===== config.mk =====
export PLATFORM = sky130hd
export DESIGN_NAME = control_unit
export DESIGN_NICKNAME = d
export VERILOG_FILES = /design/src/rtl/ctrl_pkg.sv /design/src/rtl/instr_decode.sv /design/src/rtl/control_unit.sv
export SDC_FILE = /design/constraint.sdc
export NUM_CORES = 1
export LEC_CHECK = 0
export CORE_UTILIZATION = 31
export CTS_BUF_LIST = sky130_fd_sc_hd__clkbuf_8
export DETAILED_ROUTE_END_ITERATION = 8
export GPL_ROUTABILITY_DRIVEN = 1
export PLACE_DENSITY_LB_ADDON = 0.3
export SLEW_MARGIN = 20
export SYNTH_ARGS = -nofsm -noshare
export SYNTH_HDL_FRONTEND = slang
export SYNTH_SLANG_ARGS = --single-unit

===== constraint.sdc =====
create_clock -name clock -period 1.5 [get_ports clock]
set_input_delay 0.3 -clock clock [delete_from_list [all_inputs] [get_ports clock]]
set_output_delay 0.3 -clock clock [all_outputs]
set_load 0.02 [all_outputs]

===== src/rtl/ctrl_pkg.sv =====
`default_nettype none
// ============================================================================
//  Module   : ctrl_pkg
//  Purpose  : Shared encodings for the hardwired control sequencer:
//             opcode values, ALU operation codes and the 4-bit state encoding.
//  Ports    : (package, none)
//  Revision : 1.0  initial release
// ============================================================================
package ctrl_pkg;

  // Opcodes, taken from the top five bits of the instruction register
  localparam logic [4:0] C_OP_ADD  = 5'b00000;
  localparam logic [4:0] C_OP_SUB  = 5'b00001;
  localparam logic [4:0] C_OP_AND  = 5'b00010;
  localparam logic [4:0] C_OP_OR   = 5'b00011;
  localparam logic [4:0] C_OP_SHR  = 5'b00100;
  localparam logic [4:0] C_OP_SHL  = 5'b00101;
  localparam logic [4:0] C_OP_ADDI = 5'b01000;
  localparam logic [4:0] C_OP_ANDI = 5'b01001;
  localparam logic [4:0] C_OP_ORI  = 5'b01010;
  localparam logic [4:0] C_OP_NOP  = 5'b11000;
  localparam logic [4:0] C_OP_HALT = 5'b11001;

  // ALU operation codes presented on alu_op
  localparam logic [3:0] C_ALU_ADD = 4'd0;
  localparam logic [3:0] C_ALU_SUB = 4'd1;
  localparam logic [3:0] C_ALU_AND = 4'd2;
  localparam logic [3:0] C_ALU_OR  = 4'd3;
  localparam logic [3:0] C_ALU_SHR = 4'd4;
  localparam logic [3:0] C_ALU_SHL = 4'd5;

  // Sequencer states: fetch is T0..T2, execute is T3..T5
  typedef enum logic [3:0] {
    S_RST  = 4'd0,
    S_T0   = 4'd1,
    S_T1   = 4'd2,
    S_T2   = 4'd3,
    S_T3   = 4'd4,
    S_T4   = 4'd5,
    S_T5   = 4'd6,
    S_HALT = 4'd7
  } state_t;

endpackage : ctrl_pkg
`default_nettype wire


===== src/rtl/instr_decode.sv =====
`default_nettype none
// ============================================================================
//  Module   : instr_decode
//  Purpose  : Combinational opcode classifier for the control sequencer.
//  Ports    : i_opcode      in  5  opcode field of the IR
//             o_alu_op      out 4  ALU operation (ADD for non-ALU opcodes)
//             o_is_rtype    out 1  register/register ALU instruction
//             o_is_imm      out 1  register/immediate ALU instruction
//             o_is_nop      out 1  NOP
//             o_is_halt     out 1  HALT
//             o_is_illegal  out 1  any undefined opcode
//  Revision : 1.0  initial release
// ============================================================================
module instr_decode
  import ctrl_pkg::*;
(
  input  logic [4:0] i_opcode,
  output logic [3:0] o_alu_op,
  output logic       o_is_rtype,
  output logic       o_is_imm,
  output logic       o_is_nop,
  output logic       o_is_halt,
  output logic       o_is_illegal
);

  always_comb begin
    o_alu_op     = C_ALU_ADD;
    o_is_rtype   = 1'b0;
    o_is_imm     = 1'b0;
    o_is_nop     = 1'b0;
    o_is_halt    = 1'b0;
    o_is_illegal = 1'b0;
    case (i_opcode)
      C_OP_ADD:  begin o_is_rtype = 1'b1; o_alu_op = C_ALU_ADD; end
      C_OP_SUB:  begin o_is_rtype = 1'b1; o_alu_op = C_ALU_SUB; end
      C_OP_AND:  begin o_is_rtype = 1'b1; o_alu_op = C_ALU_AND; end
      C_OP_OR:   begin o_is_rtype = 1'b1; o_alu_op = C_ALU_OR;  end
      C_OP_SHR:  begin o_is_rtype = 1'b1; o_alu_op = C_ALU_SHR; end
      C_OP_SHL:  begin o_is_rtype = 1'b1; o_alu_op = C_ALU_SHL; end
      C_OP_ADDI: begin o_is_imm   = 1'b1; o_alu_op = C_ALU_ADD; end
      C_OP_ANDI: begin o_is_imm   = 1'b1; o_alu_op = C_ALU_AND; end
      C_OP_ORI:  begin o_is_imm   = 1'b1; o_alu_op = C_ALU_OR;  end
      C_OP_NOP:  o_is_nop     = 1'b1;
      C_OP_HALT: o_is_halt    = 1'b1;
      default:   o_is_illegal = 1'b1;
    endcase
  end

endmodule : instr_decode
`default_nettype wire


===== src/rtl/control_unit.sv =====
`default_nettype none
// ============================================================================
//  Module   : control_unit
//  Purpose  : Hardwired fetch/execute sequencer driving datapath strobes.
//             Waits in T1 for mem_ready with a bounded timeout, halts on
//             HALT opcode, memory timeout, or stop at an instruction boundary.
//  Ports    : clock, clear (async, active-high)     in  1
//             ir                                    in  IR_W
//             mem_ready, stop                       in  1
//             PCout PCin IncPC MARin Zin Zlowout    out 1
//             Read MDRin MDRout IRin Yin            out 1
//             Gra Grb Grc Rin Rout Cout             out 1
//             alu_op                                out 4
//             run, illegal, mem_err                 out 1
//  Revision : 1.0  initial release
// ============================================================================
module control_unit
  import ctrl_pkg::*;
#(
  parameter int IR_W        = 32,
  parameter int MEM_TIMEOUT = 15
) (
  input  logic            clock,
  input  logic            clear,
  input  logic [IR_W-1:0] ir,
  input  logic            mem_ready,
  input  logic            stop,
  output logic            PCout,
  output logic            PCin,
  output logic            IncPC,
  output logic            MARin,
  output logic            Zin,
  output logic            Zlowout,
  output logic            Read,
  output logic            MDRin,
  output logic            MDRout,
  output logic            IRin,
  output logic            Yin,
  output logic            Gra,
  output logic            Grb,
  output logic            Grc,
  output logic            Rin,
  output logic            Rout,
  output logic            Cout,
  output logic [3:0]      alu_op,
  output logic            run,
  output logic            illegal,
  output logic            mem_err
);

  localparam logic [3:0] C_TIMEOUT = 4'(MEM_TIMEOUT);

  state_t     r_state;
  logic [3:0] r_wait_cnt;
  logic       r_mem_err;

  logic [3:0] w_alu_op;
  logic       w_is_rtype;
  logic       w_is_imm;
  logic       w_is_nop;
  logic       w_is_halt;
  logic       w_is_illegal;
  logic [3:0] w_cnt_nxt;
  logic       w_unused_ir;

  // Only the opcode field steers the sequencer; the rest of the IR is datapath-only.
  assign w_unused_ir = ^ir[IR_W-6:0];

  instr_decode u_decode (
    .i_opcode     (ir[IR_W-1 -: 5]),
    .o_alu_op     (w_alu_op),
    .o_is_rtype   (w_is_rtype),
    .o_is_imm     (w_is_imm),
    .o_is_nop     (w_is_nop),
    .o_is_halt    (w_is_halt),
    .o_is_illegal (w_is_illegal)
  );

  assign w_cnt_nxt = r_wait_cnt + 4'd1;

  always_ff @(posedge clock or posedge clear) begin
    if (clear) begin
      r_state    <= S_RST;
      r_wait_cnt <= 4'd0;
      r_mem_err  <= 1'b0;
    end else begin
      case (r_state)
        S_RST: r_state <= S_T0;
        S_T0:  r_state <= S_T1;
        S_T1: begin
          // mem_ready is tested first so data arriving on the final wait cycle still wins
          if (mem_ready) begin
            r_state    <= S_T2;
            r_wait_cnt <= 4'd0;
          end else if (w_cnt_nxt == C_TIMEOUT) begin
            r_state    <= S_HALT;
            r_mem_err  <= 1'b1;
            r_wait_cnt <= 4'd0;
          end else begin
            r_wait_cnt <= w_cnt_nxt;
          end
        end
        S_T2: r_state <= S_T3;
        S_T3: begin
          if (w_is_halt)
            r_state <= S_HALT;
          else if (w_is_nop || w_is_illegal)
            r_state <= stop ? S_HALT : S_T0;
          else
            r_state <= S_T4;
        end
        S_T4:   r_state <= S_T5;
        S_T5:   r_state <= stop ? S_HALT : S_T0;
        S_HALT: r_state <= S_HALT;
        default: r_state <= S_RST;
      endcase
    end
  end

  // Moore decode: state register plus opcode class during execute
  always_comb begin
    PCout   = 1'b0;
    PCin    = 1'b0;
    IncPC   = 1'b0;
    MARin   = 1'b0;
    Zin     = 1'b0;
    Zlowout = 1'b0;
    Read    = 1'b0;
    MDRin   = 1'b0;
    MDRout  = 1'b0;
    IRin    = 1'b0;
    Yin     = 1'b0;
    Gra     = 1'b0;
    Grb     = 1'b0;
    Grc     = 1'b0;
    Rin     = 1'b0;
    Rout    = 1'b0;
    Cout    = 1'b0;
    alu_op  = C_ALU_ADD;
    run     = 1'b0;
    illegal = 1'b0;
    case (r_state)
      S_T0: begin
        run = 1'b1; PCout = 1'b1; MARin = 1'b1; IncPC = 1'b1; Zin = 1'b1;
      end
      S_T1: begin
        run = 1'b1; Zlowout = 1'b1; PCin = 1'b1; Read = 1'b1; MDRin = 1'b1;
      end
      S_T2: begin
        run = 1'b1; MDRout = 1'b1; IRin = 1'b1;
      end
      S_T3: begin
        run     = 1'b1;
        illegal = w_is_illegal;
        if (w_is_rtype || w_is_imm) begin
          Grb = 1'b1; Rout = 1'b1; Yin = 1'b1;
        end
      end
      S_T4: begin
        run    = 1'b1;
        Zin    = 1'b1;
        alu_op = w_alu_op;
        if (w_is_rtype) begin
          Grc = 1'b1; Rout = 1'b1;
        end else begin
          Cout = 1'b1;
        end
      end
      S_T5: begin
        run = 1'b1; Zlowout = 1'b1; Gra = 1'b1; Rin = 1'b1;
      end
      default: ;
    endcase
  end

  assign mem_err = r_mem_err;

endmodule : control_unit
`default_nettype wire

==> impl_metrics.csv, run 1 <==
group,metric,value,unit
run_status,run_status,"finished, violations left",
run_status,violations,"setup timing",
grt,grt_pass1_wl,3.90,mm
timing,hold_viol,0,
floorplan,num_rows,17,
synth,synth_top_area_share,26.0,%
route,via_per_inst,4.93,
finish,num_antenna_cells,0,
placed_design,gp_congestion,0.796,
synth,ys_types,35,
finish,layout_top_cells,"buf_4, buf_6, nand2_1, nor2_1, o21ai_1",
route,wl_per_cell,13.5,µm
synth,synth_area_per_cell,7.26,µm²
synth,area_leaders,"dfrtp_1, buf_4, nor2_1, nand2_1, and3_1",
setup_path,cp-start-kind,"flip-flop",
setup_path,worstPathArrival,1.37,ns
setup_path,crit_path_frequent_cell,"buf_6",
synth,async_reset_ff_share,100,%
clock_tree,clk_pin_slew_worst_paths,0.04,ns
floorplan,fp_util,33.8,%
synth,syn_inst,106,
timing,post-route-period-util,111,%
setup_path,path_class,"flip-flop to output pin",
timing,setup_viol,19,
setup_path,path_cells,"buf_6 > nor4_4 > or2_4 > buf_6",
placed_design,hpwl,1.78,mm
setup_path,cp_slowest_stage_delay,0.43,ns
synth,synth_chip_area,769,µm²
timing,setup_slack,-0.166,ns
placed_design,dp_cells,188,
timing,fin_crit,1.67,ns
clock_tree,clk_latency,0.24,ns
timing,setup_tns,-1.66,ns
floorplan,dieArea,0.00269,mm²
route,wl,2.64,mm
run 1: cell families after synthesis:
| kind of cell | after synthesis | share of synthesized area (%) |
|---|---|---|
| and+or+nand+nor | 47 | 29.9 |
| AOI/OAI and AO/OA | 27 | 24.7 |
| buffers and inverters | 20 | 14.5 |
| DFF | 8 | 26.0 |
| adders and majority gates | 2 | 3.25 |
| xor gates and xnor gates | 1 | 1.14 |
| other | 1 | 0.487 |
run 1: state kept, by name, summed over array words and instances (netlist names):
register    cells
mem_err         1
r_state         3
r_wait_cnt      4
run 1: cell usage after synthesis (3+ instances only):
library cell and instances:
a21oi_1 4, and3_1 5, buf_4 9, dfrtp_1 8, inv_1 6, nand2_1 13
nor2_1 14, nor2b_1 4, nor3_1 3, o21ai_0 3, o21ai_1 6
run 1: cell type report:
type / instances / area, µm² / share of cell area, %
repair buffers: 71 / 642 / 39.3
flip-flops and latches: 8 / 205 / 12.6
well taps: 28 / 35.0 / 2.15
inverters: 8 / 40.0 / 2.45
multi-input cells: 78 / 668 / 41.0
clock buffers: 3 / 41.3 / 2.53
run 1: power by group:
part	internal [mW]	leakage (nW)	switching (mW)	total (mW)
Clock	0.175	0.0216	0.0977	0.273
Sequential	0.295	0.0944	0.103	0.397
Combinational	0.955	0.637	0.848	1.80
run 1: routing by layer:
| metal | part of all wire, % | global-route usage, % | wire length, µm | up-vias |
|---|---|---|---|---|
| li1 | - | - | - | 482 |
| met1 | 41 | 20.6 | 1080 | 453 |
| met2 | 54 | 37.8 | 1430 | 26 |
| met3 | 3.9 | 2.05 | 103 | 5 |
| met4 | 1.2 | 8.11 | 32 | 0 |
| met5 | 0 | 0 | 0 | - |
run 1: per-stage QoR:
stage / hold slack, ns / power, mW
6_report: 0.317 / 2.47
5_1_grt: 0.358 / 2.61
4_1_cts: 0.331 / 2.19
3_5_place_dp: 0.477 / 1.71
3_3_place_gp: 0.461 / 1.68
2_1_floorplan: 0.116 / 1.07
run 1: critical path: cells and delay by family (launching register included):
family                 cells  cell delay, ns
and+or+nand+nor            2            0.45
buffers and inverters      2            0.24
DFF                        1            0.43
run 1: path summary, 6_finish.rpt:
| check | start | to | slack (ns) | cells past startpoint |
|---|---|---|---|---|
| min in group clock | mem_err | mem_err | 0.48 | 1 |
| hold / removal | clear | r_wait_cnt[2] | 0.32 | 2 |
| hold reg to reg | mem_err | mem_err | 0.48 | 1 |
| setup / recovery | r_state[1] | Rout | -0.17 | 4 |
| max in group asynchronous | clear | r_state[2] | 0.92 | 2 |
| setup reg to reg | r_wait_cnt[0] | r_wait_cnt[2] | 0.03 | 6 |
run 1: timing repair:
action | CTS | global route
gates resized | 148 | 50
buffers inserted | 4 | 1
pin swaps | 12 | 14
endpoints found under the setup margin | 29 | 29
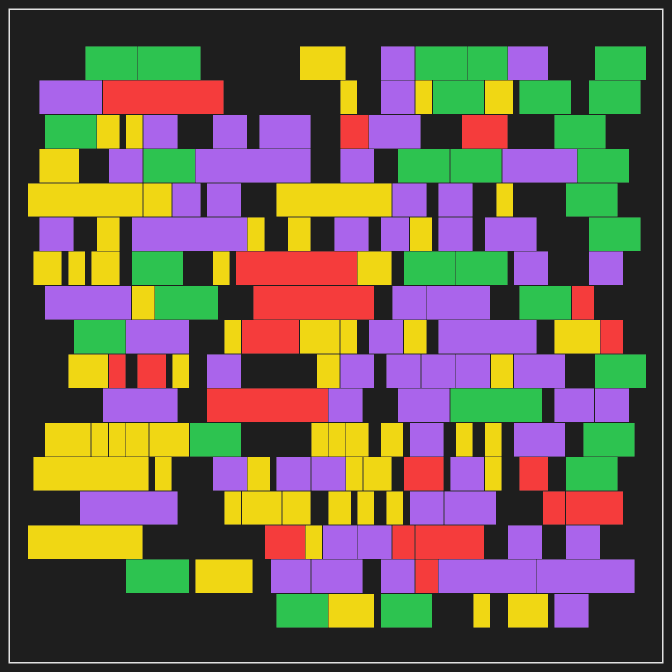
(run_1/drive_strength.png)
| color | size | cells | share |
|---|---|---|---|
| yellow | drive 1 or less | 59 | 35% |
| red | drive 2 | 19 | 11% |
| purple | drive 3 to 4 | 60 | 36% |
| green | drive 6 and up | 30 | 18% |

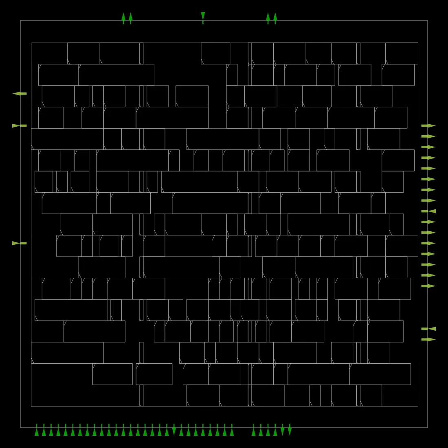
(run_1/final_placement.png)
flop count: 8
core box area: 0.00228 mm²
non-filler cells in the finished layout: 196

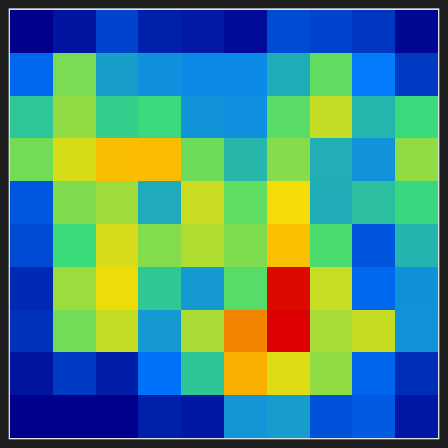
(run_1/wire_density.png)
The die is cut into 10 by 10 equal tiles; dark blue is low, red is high, scaled to the fullest tile. Values are wire area over tile area, all layers added.
mean over tiles: 0.15
tiles over half the peak: 38%
densest ninth of the die: center
nearly empty tiles: 5.0%

==> run 2, diff against run 1 <==
--- a/config.mk
+++ b/config.mk
@@ -9,7 +9,7 @@
 export CTS_BUF_LIST = sky130_fd_sc_hd__clkbuf_8
 export DETAILED_ROUTE_END_ITERATION = 8
 export GPL_ROUTABILITY_DRIVEN = 1
-export PLACE_DENSITY_LB_ADDON = 0.3
+export PLACE_DENSITY = 0.79
 export SLEW_MARGIN = 20
 export SYNTH_ARGS = -nofsm -noshare
 export SYNTH_HDL_FRONTEND = slang
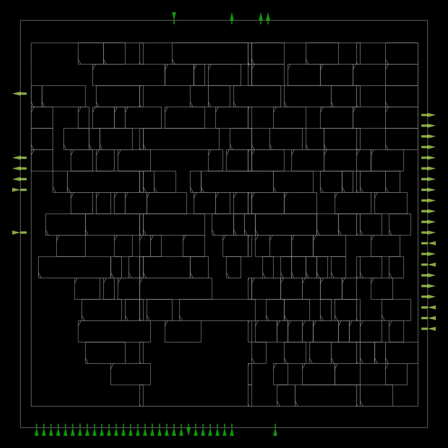
(run_2/final_placement.png)
Tap Count: 28
final design utilization: 68.1%

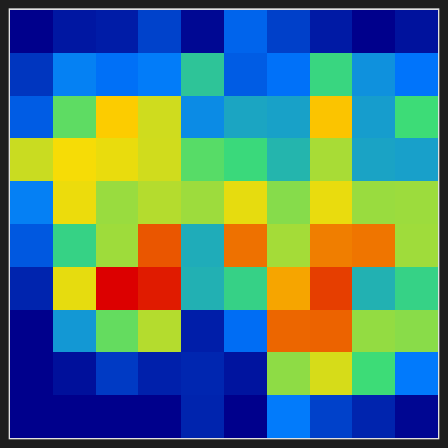
(run_2/wire_density.png)
The die is cut into 10 by 10 equal tiles; dark blue is low, red is high, scaled to the fullest tile. Values are wire area over tile area, all layers added.
fullest tile: 0.34
tiles over half the peak: 41%
emptiest ninth of the die: south-west
mean over tiles: 0.14
nearly empty tiles: 11%

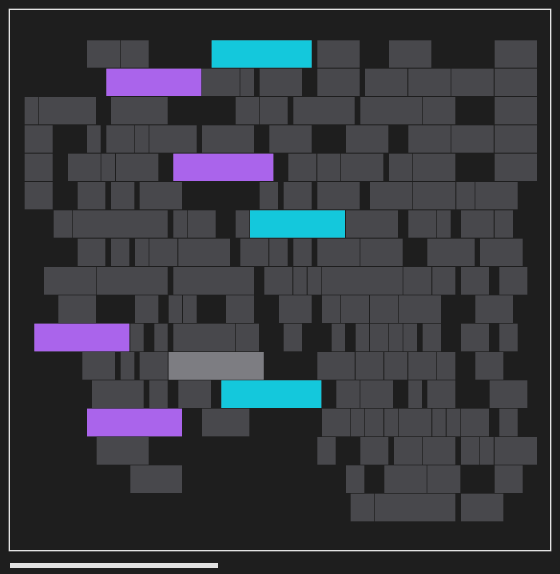
(run_2/registers.png)
Bar = 20 µm. Other sequential cells in the stronger gray, the rest of the logic in the fainter gray.
| color | signal | sequential cells |
|---|---|---|
| cyan | r_state | 3 |
| purple | r_wait_cnt | 4 |

==> run 2 against run 1 <==
Effect of this change: global-route usage down 1.8 points; the run still ends with setup timing left; critical endpoint unchanged; worst setup slack gained 0.027 ns; power decreased by 4.4%; clock skew about the same; combinational power down 5%; largest power group unchanged; sequential share of layout area up 0.58 points.
==> impl_metrics.csv, run 2 <==
group,metric,value,unit
clock_tree,clkSinkCount,8,
pwr,ir_drop,0.00132,V
grt,grt_pass1_vias,844,
setup_path,cp_num_cells,4,
timing,setup_tns,-1.05,ns
clock_tree,clk_latency,0.23,ns
clock_tree,clk_pin_slew_worst_paths,0.04,ns
route,wl_per_cell,12.5,µm
route,via_per_inst,5.04,
grt,grt_pass1_wl,3.55,mm
synth,syn-cell-area,769,µm²
floorplan,dieArea,0.00269,mm²
pwr,pwr-share-clk,11.0,%
timing,fmax,610,MHz
synth,synth_flops,8,
timing,setup_slack,-0.138,ns
run_status,run_status,"finished, violations left",
synth,synth_top_area_share,26.0,%
timing,hold_viol,0,
run_status,violations,"setup timing",
route,wl,2.37,mm
pwr,p_leak,0.731,nW
synth,syn_inst,106,
setup_path,worstPathArrival,1.34,ns
setup_path,path_buffers,2,
setup_path,path_cells,"buf_6 > nor4_4 > or2_4 > buf_6",
pwr,internal_power,1.36,mW
floorplan,fp_util,33.8,%
placed_design,gp_congestion,0.815,
synth,ys_seq_share,26.0,%
synth,ys_types,35,
finish,regMostFlops,"r_wait_cnt",
clock_tree,cts_tree,"built",
pwr,switchingPower,1.00,mW
setup_path,cp-start-kind,"flip-flop",
timing,rsz0062_at_grt,"yes",
finish,largest_reg_flops,4,
setup_path,crit_path_frequent_cell,"buf_6",
pwr,combPwrFrac,72.3,%
hold_path,hold_path_class,"primary input to async pin",
setup_path,critPathTopFamily,"simple AND/OR/NAND/NOR gates",
setup_path,cp_slowest_stage_delay,0.38,ns
placed_design,hpwl,1.70,mm
route,vias,958,
synth,synth_area_per_cell,7.26,µm²
floorplan,coreArea,0.00228,mm²
pwr,power_frac_seq,16.7,%
floorplan,fp.dieH,51.8,µm
setup_path,cp-end-kind,"output pin",
pwr,swShare,42.3,%
synth,async_reset_ff_share,100,%
setup_path,path_class,"flip-flop to output pin",
timing,fin_crit,1.64,ns
timing,setup_viol,15,
floorplan,num_rows,17,
route,drc,0,
setup_path,r2r_cells,6,
clock_tree,numCtsBuffers,3,
synth,common_cells,"nor2_1, nand2_1, buf_4",
timing,post-route-period-util,109,%
synth,synth_chip_area,769,µm²
synth,most_common_cell,"nor2_1",
finish,syn_to_final_growth,101,%
finish,layout_top_cells,"buf_4, buf_6, nand2_1, nor2_1, buf_2",
finish,num_antenna_cells,0,
synth,area_leaders,"dfrtp_1, buf_4, nor2_1, nand2_1, and3_1",
[run 2: cell families after synthesis]
| kind of cell | count (synthesis) | synth area share, % |
|---|---|---|
| buf+inv | 20 | 14.5 |
| other cells | 1 | 0.487 |
| flops | 8 | 26.0 |
| simple gates | 47 | 29.9 |
| fa+ha+maj | 2 | 3.25 |
| compound gates | 27 | 24.7 |
| xor+xnor | 1 | 1.14 |
[run 2: layer usage]
layer / global-route usage, % / vias up / part of all wire [%]
li1: - / 468 / -
met1: 18.4 / 459 / 38
met2: 34.6 / 29 / 56
met3: 2.92 / 2 / 4.9
met4: 5.86 / 0 / 0.67
met5: 0 / - / 0
[run 2: layout make-up]
type | instances | area [µm²] | area share [%]
multi-input combinational | 78 | 661 | 42.6
clock buffer | 3 | 41.3 | 2.66
tap | 28 | 35.0 | 2.26
timing repair buffer | 65 | 574 | 37.0
sequential | 8 | 204 | 13.2
inverter | 8 | 35.0 | 2.26
[run 2: through the flow]
step	std cells	worst slack [ns]	hold slack [ns]	utilization, %	power [mW]
after CTS	187	-0.157	0.326	59.1	1.96
after detailed placement	183	-0.906	0.459	57.6	1.67
after global routing	190	-0.206	0.359	68.1	2.51
after global placement	183	-0.842	0.457	57.6	1.63
after floorplan	106	-0.0557	0.116	-	1.07
final	190	-0.138	0.318	68.1	2.36
[run 2: final timing paths]
path | start | endpoint | slack (ns)
setup / recovery | r_state[0] | Rout | -0.14
min in group clock | mem_err | mem_err | 0.46
max in group asynchronous | clear | r_wait_cnt[1] | 0.92
setup reg to reg | r_wait_cnt[0] | r_wait_cnt[2] | -0.02
hold reg to reg | mem_err | mem_err | 0.46
hold / removal | clear | r_wait_cnt[2] | 0.32
[run 2: timing repair]
item / in CTS / in global routing
hold buffers: 0 / 0
pin swaps: 8 / 11
resized: 138 / 56
endpoints found under the setup margin: 29 / 29
buffers inserted: 1 / 4
[run 2: power by group through the flow]
stage,clock network (mW),logic [mW],registers [mW]
4_1_cts,0.271,1.32,0.366
3_5_place_dp,0,1.31,0.359
6_report,0.261,1.71,0.394
2_1_floorplan,0,0.720,0.354
5_1_grt,0.275,1.83,0.403
3_3_place_gp,0,1.28,0.351
==> run 3, diff against run 2 <==
--- a/config.mk
+++ b/config.mk
@@ -9,8 +9,9 @@
 export CTS_BUF_LIST = sky130_fd_sc_hd__clkbuf_8
 export DETAILED_ROUTE_END_ITERATION = 8
 export GPL_ROUTABILITY_DRIVEN = 1
-export PLACE_DENSITY = 0.79
+export PLACE_DENSITY = 0.77
 export SLEW_MARGIN = 20
 export SYNTH_ARGS = -nofsm -noshare
 export SYNTH_HDL_FRONTEND = slang
+export SYNTH_HIERARCHICAL = 1
 export SYNTH_SLANG_ARGS = --single-unit
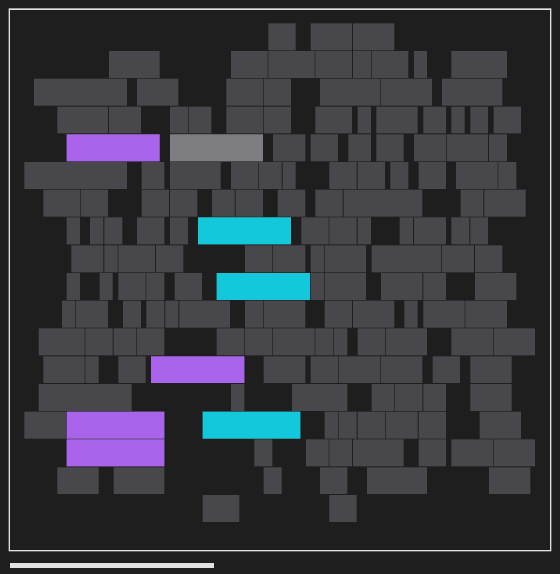
(run_3/registers.png)
Bar = 20 µm. Other sequential cells in the stronger gray, the rest of the logic in the fainter gray.
| color | signal | sequential cells |
|---|---|---|
| cyan | r_state | 3 |
| purple | r_wait_cnt | 4 |

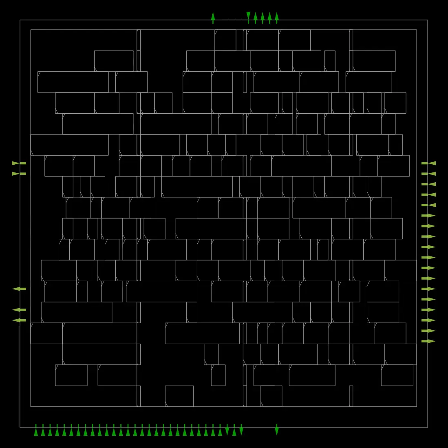
(run_3/final_placement.png)
core box area: 0.00245 mm²
Seq/total area: 12.6%
Tap Count: 30
FP Rows: 18

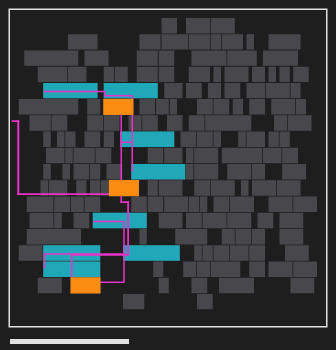
(run_3/clock_map.png)
Bar = 20 µm.
[magenta] clock wires | length: 142 µm
[cyan] flip-flops | count: 8
[orange] cells driving clock nets | count: 3
routed clock nets: 4

==> run 3 against run 2 <==
Effect of this change: the flow still finishes with violations (setup timing); critical endpoint is now PCin; sequential share of layout area is 0.54 points lower; highest routed layer unchanged; global-route usage grew 3.4 points; worst setup slack improved by 0.051 ns.
==> impl_metrics.csv, run 3 <==
group,metric,value,unit
synth,area_leaders,"dfrtp_1, buf_4, and3_1, nor3_1, nand2_1",
setup_path,path_class,"flip-flop to output pin",
clock_tree,numCtsBuffers,3,
setup_path,startpoint,"r_state[0]",
finish,layout_top_cells,"buf_4, buf_6, nand2_1, buf_2",
setup_path,cp-start-kind,"flip-flop",
pwr,p_leak,0.740,nW
timing,setup_slack,-0.0873,ns
setup_path,cp-end-kind,"output pin",
setup_path,cp_slowest_stage_delay,0.43,ns
run_status,run_status,"finished, violations left",
pwr,pwr-share-clk,10.1,%
clock_tree,clk_latency,0.23,ns
grt,use_met2,42.6,%
clock_tree,clk_pin_slew_worst_paths,0.04,ns
setup_path,path_buffers,2,
finish,final_util,65.9,%
floorplan,fp_util,32.8,%
setup_path,critPathTopFamily,"flip-flops",
hold_path,hold_path_class,"primary input to async pin",
synth,synth_top_area_share,24.9,%
synth,ys_sh_xor,1.09,%
synth,ys_types,39,
pwr,swShare,43.0,%
synth,synth_flops,8,
synth,synth_chip_area,805,µm²
synth,common_cells,"nand2_1, nor2_1",
pwr,combPwrFrac,72.5,%
floorplan,dieArea,0.00280,mm²
route,drc,0,
synth,muxShareOfSynthArea,0,%
clock_tree,cts_tree,"built",
pwr,power_frac_seq,17.4,%
synth,async_reset_ff_share,100,%
grt,met3_usage,3.16,%
timing,fmax,630,MHz
route,wl_per_cell,14.3,µm
synth,synth_compound_gate_area_share,21.6,%
finish,stdcell_count,196,
finish,regMostFlops,"r_wait_cnt",
setup_path,worstPathArrival,1.29,ns
route,via_per_inst,5.06,
timing,worst_hold_slack,0.325,ns
setup_path,path_cells,"or3b_4 > inv_4 > buf_6",
timing,fin_crit,1.59,ns
grt,use_met1,20.8,%
synth,synth_adder_area_share,3.11,%
pwr,ir_drop,0.00132,V
route,wl,2.80,mm
timing,setup_tns,-0.809,ns
synth,syn-cell-area,805,µm²
timing,rsz0062_at_grt,"yes",
grt,top_usage_layer,"met2",
timing,hold_viol,0,
timing,post-route-period-util,106,%
clock_tree,cts_hold_buf,0,
placed_design,dp_cells,181,
setup_path,worstReg2RegStart,"r_wait_cnt[1]",
pwr,internal_power,1.45,mW
finish,syn_to_final_growth,101,%
timing,setup_viol,20,
synth,ys_seq_share,24.9,%
finish,num_antenna_cells,0,
run_status,violations,"setup timing",
finish,largest_reg_flops,4,
floorplan,fp.dieH,52.9,µm
placed_design,gp_congestion,0.802,
synth,topCombFamilyByArea,"simple AND/OR/NAND/NOR gates",
[run 3: cell types whose count changed in the layout (fill, tap and decap cells not counted), moves of 3 or more]
cell	before	now
and3_1	1	4
buf_4	31	36
inv_1	5	2
nor2_1	8	5
nor3_1	1	4
nor3_2	0	3
o21ai_1	5	1
[run 3: metal layers]
layer | vias to the layer above | routed length [µm]
met1 | 473 | 1030
met4 | 0 | 21
met5 | - | 0
met3 | 4 | 144
met2 | 29 | 1610
li1 | 485 | -
[run 3: path summary, 6_finish.rpt]
path                                       to  cells past startpoint  slack (ns)
worst max-delay path                     PCin                      3       -0.09
worst min-delay path            r_wait_cnt[3]                      2        0.32
worst max register to register     r_state[0]                      5       -0.06
worst min register to register        mem_err                      1        0.47
max in group asynchronous       r_wait_cnt[0]                      2        0.93
min in group clock                    mem_err                      1        0.47
[run 3: cell type report]
class / instances / area [µm²] / area share [%]
Inverter: 7 / 31.3 / 1.93
Tap cell: 30 / 37.5 / 2.32
Timing Repair Buffer: 70 / 614 / 38.0
Clock buffer: 3 / 41.3 / 2.55
Sequential cell: 8 / 204 / 12.6
Multi-Input combinational cell: 78 / 688 / 42.6
[run 3: power by group through the flow]
stage	Sequential [mW]	Clock [mW]	Combinational, mW
floorplan	0.397	0	0.744
detailed placement	0.408	0	1.36
finish	0.442	0.255	1.84
global route	0.460	0.273	1.96
CTS	0.432	0.258	1.61
global placement	0.396	0	1.31
[run 3: worst register-to-register path, delay by kind of cell (launching register included)]
kind            cells  cell delay (ns)
compound gates      1             0.19
flops               1             0.46
fa+ha+maj           1             0.18
simple gates        3             0.62
[run 3: what timing repair did]
item,in CTS,in global routing
pin swaps,13,9
setup buffers,7,6
endpoints found under the setup margin,28,29
gates resized,165,35
[run 3: cell families after synthesis]
logic type / after synthesis
AND/OR/NAND/NOR: 52
XOR/XNOR: 1
other: 1
adder cells (fa/ha/maj): 2
AND-OR/OR-AND: 22
buffers and inverters: 18
flip-flops: 8
Power is estimated from default activity; no workload was simulated.
